===== src/rtl/pc_seq_pkg.sv =====
// Shared types and default constants for the next-PC sequencer.
package pc_seq_pkg;

  typedef enum logic [2:0] {
    RUN      = 3'd0,
    DRAIN    = 3'd1,
    PUSH_PC  = 3'd2,
    PUSH_FLG = 3'd3,
    JUMP     = 3'd4
  } pc_state_e;

  localparam logic [31:0] PC_SEQ_RESET_VEC = 32'h20;
  localparam logic [31:0] PC_SEQ_INT_VEC   = 32'h0;
  localparam int unsigned PC_SEQ_PC_LIMIT  = 400;

endpackage


===== src/rtl/pc_seq_fsm.sv =====
// Interrupt-entry sequencer: state register, drain counter, push handshake.
// Flag push is compiled in with PC_SEQ_FLAG_SAVE_EN.
module pc_seq_fsm
  import pc_seq_pkg::*;
#(
  parameter int unsigned PC_W      = 32,
  parameter int unsigned DRAIN_CYC = 3
) (
  input  logic            clk,
  input  logic            reset,
  input  logic            int_req,
  input  logic            stall,
  input  logic            ret_valid,
  input  logic            push_ack,
  input  logic [3:0]      flags_in,
  input  logic [PC_W-1:0] pc_cur,
  output pc_state_e       state,
  output logic            int_go,
  output logic            int_busy,
  output logic            flush,
  output logic            push_req,
  output logic [PC_W-1:0] push_data
);

  localparam int unsigned CNT_W = (DRAIN_CYC > 1) ? $clog2(DRAIN_CYC) : 1;
  localparam logic [CNT_W-1:0] CNT_LAST = CNT_W'(DRAIN_CYC - 1);

  pc_state_e       state_q, state_d;
  logic [CNT_W-1:0] cnt_q, cnt_d;
  logic            int_pend_q, int_pend_d;
  logic            int_late_q, int_late_d;
  logic            flush_q, flush_d;
  logic [PC_W-1:0] sav_pc_q, sav_pc_d;
`ifdef PC_SEQ_FLAG_SAVE_EN
  logic [3:0]      sav_flg_q, sav_flg_d;
`else
  logic            unused_flags;
  assign unused_flags = ^flags_in;
`endif

  // Requests arriving while busy go to int_late so the JUMP-edge clear
  // of int_pend does not lose them.
  always_comb begin
    state_d    = state_q;
    cnt_d      = cnt_q;
    int_pend_d = int_pend_q;
    int_late_d = int_late_q;
    flush_d    = 1'b0;
    sav_pc_d   = sav_pc_q;
    int_go     = 1'b0;
`ifdef PC_SEQ_FLAG_SAVE_EN
    sav_flg_d  = sav_flg_q;
`endif
    if (state_q != RUN) int_late_d = int_late_q | int_req;
    case (state_q)
      RUN: begin
        int_pend_d = int_pend_q | int_req;
        if (!ret_valid && !stall && (int_pend_q || int_req)) begin
          int_go   = 1'b1;
          state_d  = DRAIN;
          flush_d  = 1'b1;
          sav_pc_d = pc_cur;
          cnt_d    = '0;
`ifdef PC_SEQ_FLAG_SAVE_EN
          sav_flg_d = flags_in;
`endif
        end
      end
      DRAIN: begin
        if (cnt_q == CNT_LAST) state_d = PUSH_PC;
        else cnt_d = cnt_q + CNT_W'(1);
      end
      PUSH_PC: begin
        if (push_ack) begin
`ifdef PC_SEQ_FLAG_SAVE_EN
          state_d = PUSH_FLG;
`else
          state_d = JUMP;
`endif
        end
      end
      PUSH_FLG: begin
        if (push_ack) state_d = JUMP;
      end
      JUMP: begin
        state_d    = RUN;
        int_pend_d = int_late_q | int_req;
        int_late_d = 1'b0;
      end
      default: state_d = RUN;
    endcase
  end

  always_ff @(posedge clk) begin
    if (reset) begin
      state_q    <= RUN;
      cnt_q      <= '0;
      int_pend_q <= 1'b0;
      int_late_q <= 1'b0;
      flush_q    <= 1'b0;
      sav_pc_q   <= '0;
`ifdef PC_SEQ_FLAG_SAVE_EN
      sav_flg_q  <= '0;
`endif
    end else begin
      state_q    <= state_d;
      cnt_q      <= cnt_d;
      int_pend_q <= int_pend_d;
      int_late_q <= int_late_d;
      flush_q    <= flush_d;
      sav_pc_q   <= sav_pc_d;
`ifdef PC_SEQ_FLAG_SAVE_EN
      sav_flg_q  <= sav_flg_d;
`endif
    end
  end

  always_comb begin
    push_data = '0;
    case (state_q)
      PUSH_PC:  push_data = sav_pc_q;
`ifdef PC_SEQ_FLAG_SAVE_EN
      PUSH_FLG: push_data = {{(PC_W-4){1'b0}}, sav_flg_q};
`endif
      default:  push_data = '0;
    endcase
  end

  assign state    = state_q;
  assign int_busy = (state_q != RUN);
  assign flush    = flush_q;
  assign push_req = (state_q == PUSH_PC) || (state_q == PUSH_FLG);

endmodule


===== src/rtl/pc_sequencer.sv =====
// Next-PC controller: pc register and priority mux around pc_seq_fsm.
// Optional flag save on interrupt entry: PC_SEQ_FLAG_SAVE_EN.
module pc_sequencer
  import pc_seq_pkg::*;
#(
  parameter int unsigned     PC_W      = 32,
  parameter logic [PC_W-1:0] RESET_VEC = PC_W'(PC_SEQ_RESET_VEC),
  parameter logic [PC_W-1:0] INT_VEC   = PC_W'(PC_SEQ_INT_VEC),
  parameter int unsigned     PC_LIMIT  = PC_SEQ_PC_LIMIT,
  parameter int unsigned     DRAIN_CYC = 3
) (
  input  logic            clk,
  input  logic            reset,
  input  logic            int_req,
  input  logic            stall,
  input  logic            branch_taken,
  input  logic [PC_W-1:0] branch_dst,
  input  logic            ret_valid,
  input  logic [PC_W-1:0] ret_addr,
  input  logic [3:0]      flags_in,
  input  logic            push_ack,
  output logic [PC_W-1:0] pc,
  output logic            int_busy,
  output logic            flush,
  output logic            push_req,
  output logic [PC_W-1:0] push_data
);

  pc_state_e       state;
  logic            int_go;
  logic [PC_W-1:0] pc_q, pc_d;

  pc_seq_fsm #(
    .PC_W      (PC_W),
    .DRAIN_CYC (DRAIN_CYC)
  ) u_fsm (
    .clk       (clk),
    .reset     (reset),
    .int_req   (int_req),
    .stall     (stall),
    .ret_valid (ret_valid),
    .push_ack  (push_ack),
    .flags_in  (flags_in),
    .pc_cur    (pc_q),
    .state     (state),
    .int_go    (int_go),
    .int_busy  (int_busy),
    .flush     (flush),
    .push_req  (push_req),
    .push_data (push_data)
  );

  always_comb begin
    pc_d = pc_q;
    case (state)
      RUN: begin
        if (ret_valid)                 pc_d = ret_addr;
        else if (stall || int_go)      pc_d = pc_q;
        else if (branch_taken)         pc_d = branch_dst;
        else if (pc_q < PC_W'(PC_LIMIT)) pc_d = pc_q + PC_W'(1);
      end
      JUMP:    pc_d = INT_VEC;
      default: pc_d = pc_q;
    endcase
  end

  always_ff @(posedge clk) begin
    if (reset) pc_q <= RESET_VEC;
    else       pc_q <= pc_d;
  end

  assign pc = pc_q;

endmodule


===== config.mk =====
export PLATFORM = sky130hd
export DESIGN_NAME = pc_sequencer
export DESIGN_NICKNAME = d
export VERILOG_FILES = /design/src/rtl/pc_seq_pkg.sv /design/src/rtl/pc_seq_fsm.sv /design/src/rtl/pc_sequencer.sv
export SDC_FILE = /design/constraint.sdc
export NUM_CORES = 1
export LEC_CHECK = 0
export CAP_MARGIN = 20
export CORE_MARGIN = 2
export CORE_UTILIZATION = 40
export CTS_BUF_LIST = sky130_fd_sc_hd__clkbuf_8
export DETAILED_ROUTE_END_ITERATION = 8
export PLACE_DENSITY = 0.73
export SETUP_SLACK_MARGIN = 0.4
export SYNTH_ARGS = -nofsm -noshare
export SYNTH_HDL_FRONTEND = slang
export SYNTH_SLANG_ARGS = --single-unit

===== constraint.sdc =====
create_clock -name clk -period 3.22 [get_ports clk]
set_input_delay 0.644 -clock clk [delete_from_list [all_inputs] [get_ports clk]]
set_output_delay 0.644 -clock clk [all_outputs]
set_load 0.02 [all_outputs]

**Placement view**

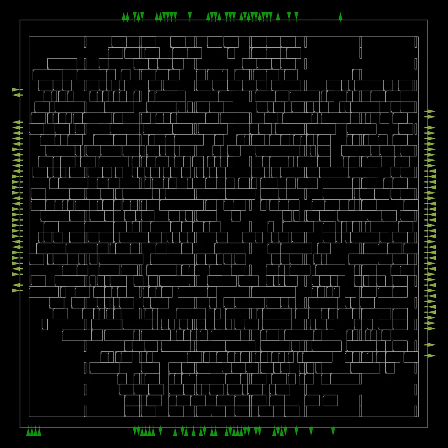
Core ar.: 0.009284 mm^2
Site Rows: 35
Tapcell Cnt: 129

**The metal 3 layer**

Bar = 20 um.
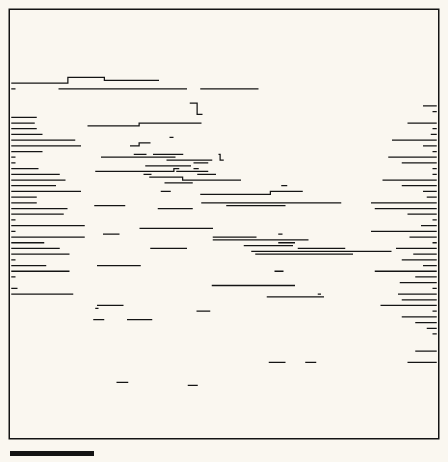
nets with wire on the layer: 110
main direction: horizontal
wire length on this layer: 1060 um
GR Util met3: 7.456%
Vias: 4169
wirelength, routed: 12840 um

**Cell density map**

10 x 10 tiles, from white (low) to dark blue (high), 0 to 100% covered.
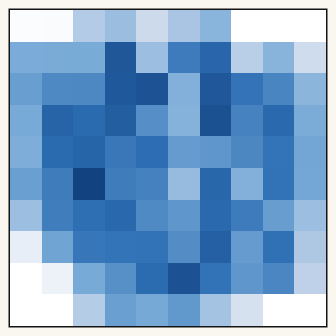
mean over tiles: 53%
fullest tile: 93%
tiles over 75% full: 20%
emptiest ninth of the die: lower left
nearly empty tiles: 9.0%
Core Util, Final: 61.21%
Initial Utilization: 41.47%

**Where the registers sit**

Bar = 20 um.
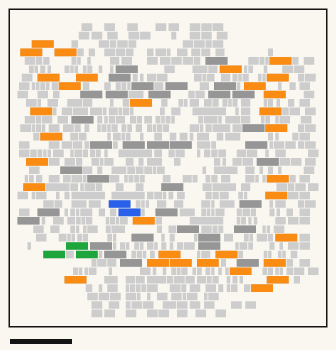
[u_fsm.sav_pc_q] orange | placed flops: 32 | where: widely spread
[u_fsm.state] green | placed flops: 3
[u_fsm.cnt_q] blue | placed flops: 2
not coloured: 35

**Cells coloured by class**

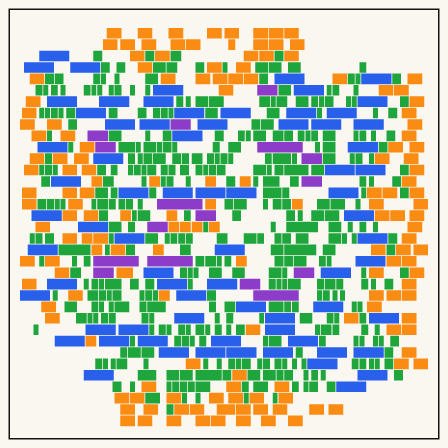
[other buffers and delay cells] orange | cells: 156 | share of their area: 27%
[all other logic] green | cells: 392 | share of their area: 41%
[flops] blue | cells: 72 | share of their area: 26%
[clock drivers and dummy loads] purple | cells: 16 | share of their area: 5.5%

==> flow_summary_export.csv <==
group,metric,value,unit
logic_synthesis,compound_area_share,22.49,%
min_path,holdPathEnd,"u_fsm.sav_pc_q[26]",
route,post_drt_via_cell_ratio,5.450,
logic_synthesis,ys_area,0.003850,mm^2
logic_synthesis,syn-num-nets,580,
floorplanning,chip_area,0.01043,mm^2
sta,fin_crit,2708,ps
route,avgRoutedWirePerCell,16.79,um
logic_synthesis,postSynthAreaPerCell,7.654,um^2
logic_synthesis,top_area_share,37.44,%
placed_design,hpwl,9149,um
route,drtAntennaViolNets,0,
worst_setup_path,crit_type,"flop to output port",
sta,tightest_slew,525.6,ps
placed_design,port_buffers,137,
run,warnings,30,
power_and_ir_drop,peakVddDrop,0.0002985,V
global_routing,grt_overflow,0,
logic_synthesis,yosys_cells,503,
min_path,hp-class,"flop to flop",
cells_and_area,diodes,0,
sta,rsz0062_at_grt,"no",
logic_synthesis,synth_flops,72,
logic_synthesis,syn_inst,503,
sta,hold_ws,450.3,ps
worst_setup_path,worstSetupStartpoint,"u_fsm.state[2]",
clock_tree,cts_sinks,72,
global_routing,grt.total_usage,24.84,%
sta,fmax,369.3,MHz
worst_setup_path,start_kind,"flop",
route,dr.pass1.iters,5,
power_and_ir_drop,power.density,445.5,mW/mm^2
clock_tree,cts.clk_slew.worst_paths,80,ps
route,drt_iter0_drc,317,
run_status,status,"finished clean",
worst_setup_path,cp.depth,6,
logic_synthesis,ys_types,57,
logic_synthesis,ys_top_logic_family,"simple AND/OR/NAND/NOR gates",
placed_design,placedInstanceArea,0.005375,mm^2
worst_setup_path,critPathTopFamily,"buffers and inverters",
worst_setup_path,crit_path_cell_trace,"inv_2 > nand2_1 > nor2_2 > buf_6 > and2_1 > clkdlybuf4s50_1",
route,drc_errors,0,
worst_setup_path,slowest_delay,610,ps
logic_synthesis,synth_seq_share,37.44,%
min_path,holdPathStages,2,
run,maxCapViolCount,0,
worst_setup_path,required,2580,ps
worst_setup_path,reg2reg_slack,920,ps
placed_design,numPlacedInstances,749,
cells_and_area,fin_nets,708,
placed_design,dp_slack,607.1,ps
sta,period_used_share,84.10,%
sta,skew,11.10,ps
clock_tree,cts_tree,"done",
worst_setup_path,setup.worst_path.end,"push_data[3]",
min_path,min-delay-start,"u_fsm.sav_pc_q[26]",
==> layout make-up <==
class / count / area [um^2]
Inverter: 12 / 45.04
Sequential cell: 72 / 1441
Clock inverter: 5 / 150.1
Clock buffer: 11 / 151.4
Multi-Input combinational cell: 380 / 2218
Timing Repair Buffer: 156 / 1515
Tap cell: 129 / 161.4
Fill cell: 846 / 3601
==> routing by layer <==
| layer | routed length [um] | share of wire [%] | up-vias | global-route usage, % |
|---|---|---|---|---|
| li1 | - | - | 2034 | - |
| met1 | 5390 | 42 | 1943 | 30.11 |
| met2 | 6205 | 48 | 170 | 42.97 |
| met3 | 1057 | 8.2 | 22 | 7.456 |
| met4 | 187 | 1.5 | 0 | 6.667 |
| met5 | 0 | 0 | - | 0 |
==> report_power, final <==
group / internal, mW / switching (mW) / total, mW
clock: 0.714 / 0.346 / 1.06
combinational: 0.230 / 0.223 / 0.453
sequential: 0.935 / 0.0840 / 1.02
total: 1.88 / 0.652 / 2.53
==> Yosys cell counts (all sizes together) (2+ instances only) <==
master     n
o21a       2
xor2       7
nor2b      2
o221ai     4
nand4      9
nor3      10
a31oi      2
a21o       5
ha         2
nor4      13
a211o      7
dfxtp     72
nand2b     4
a21oi     61
o21ai     13
xnor2      9
o2bb2ai    6
o311ai     2
a22oi      4
a222oi     3
buf        7
mux2i      3
o32ai      3
inv       12
nand3     18
nor2      26
or3        2
o2111ai    2
a2bb2oi    3
a221oi     2
a211oi     2
and2      32
o22ai     10
clkbuf    32
nand2    101
==> state kept, by name, summed over array words and instances, names as in the netlist <==
signal            flops
u_fsm.state           3
u_fsm.int_late_q      1
u_fsm.int_pend_q      1
u_fsm.cnt_q           2
pc                   32
u_fsm.sav_pc_q       32
u_fsm.flush           1
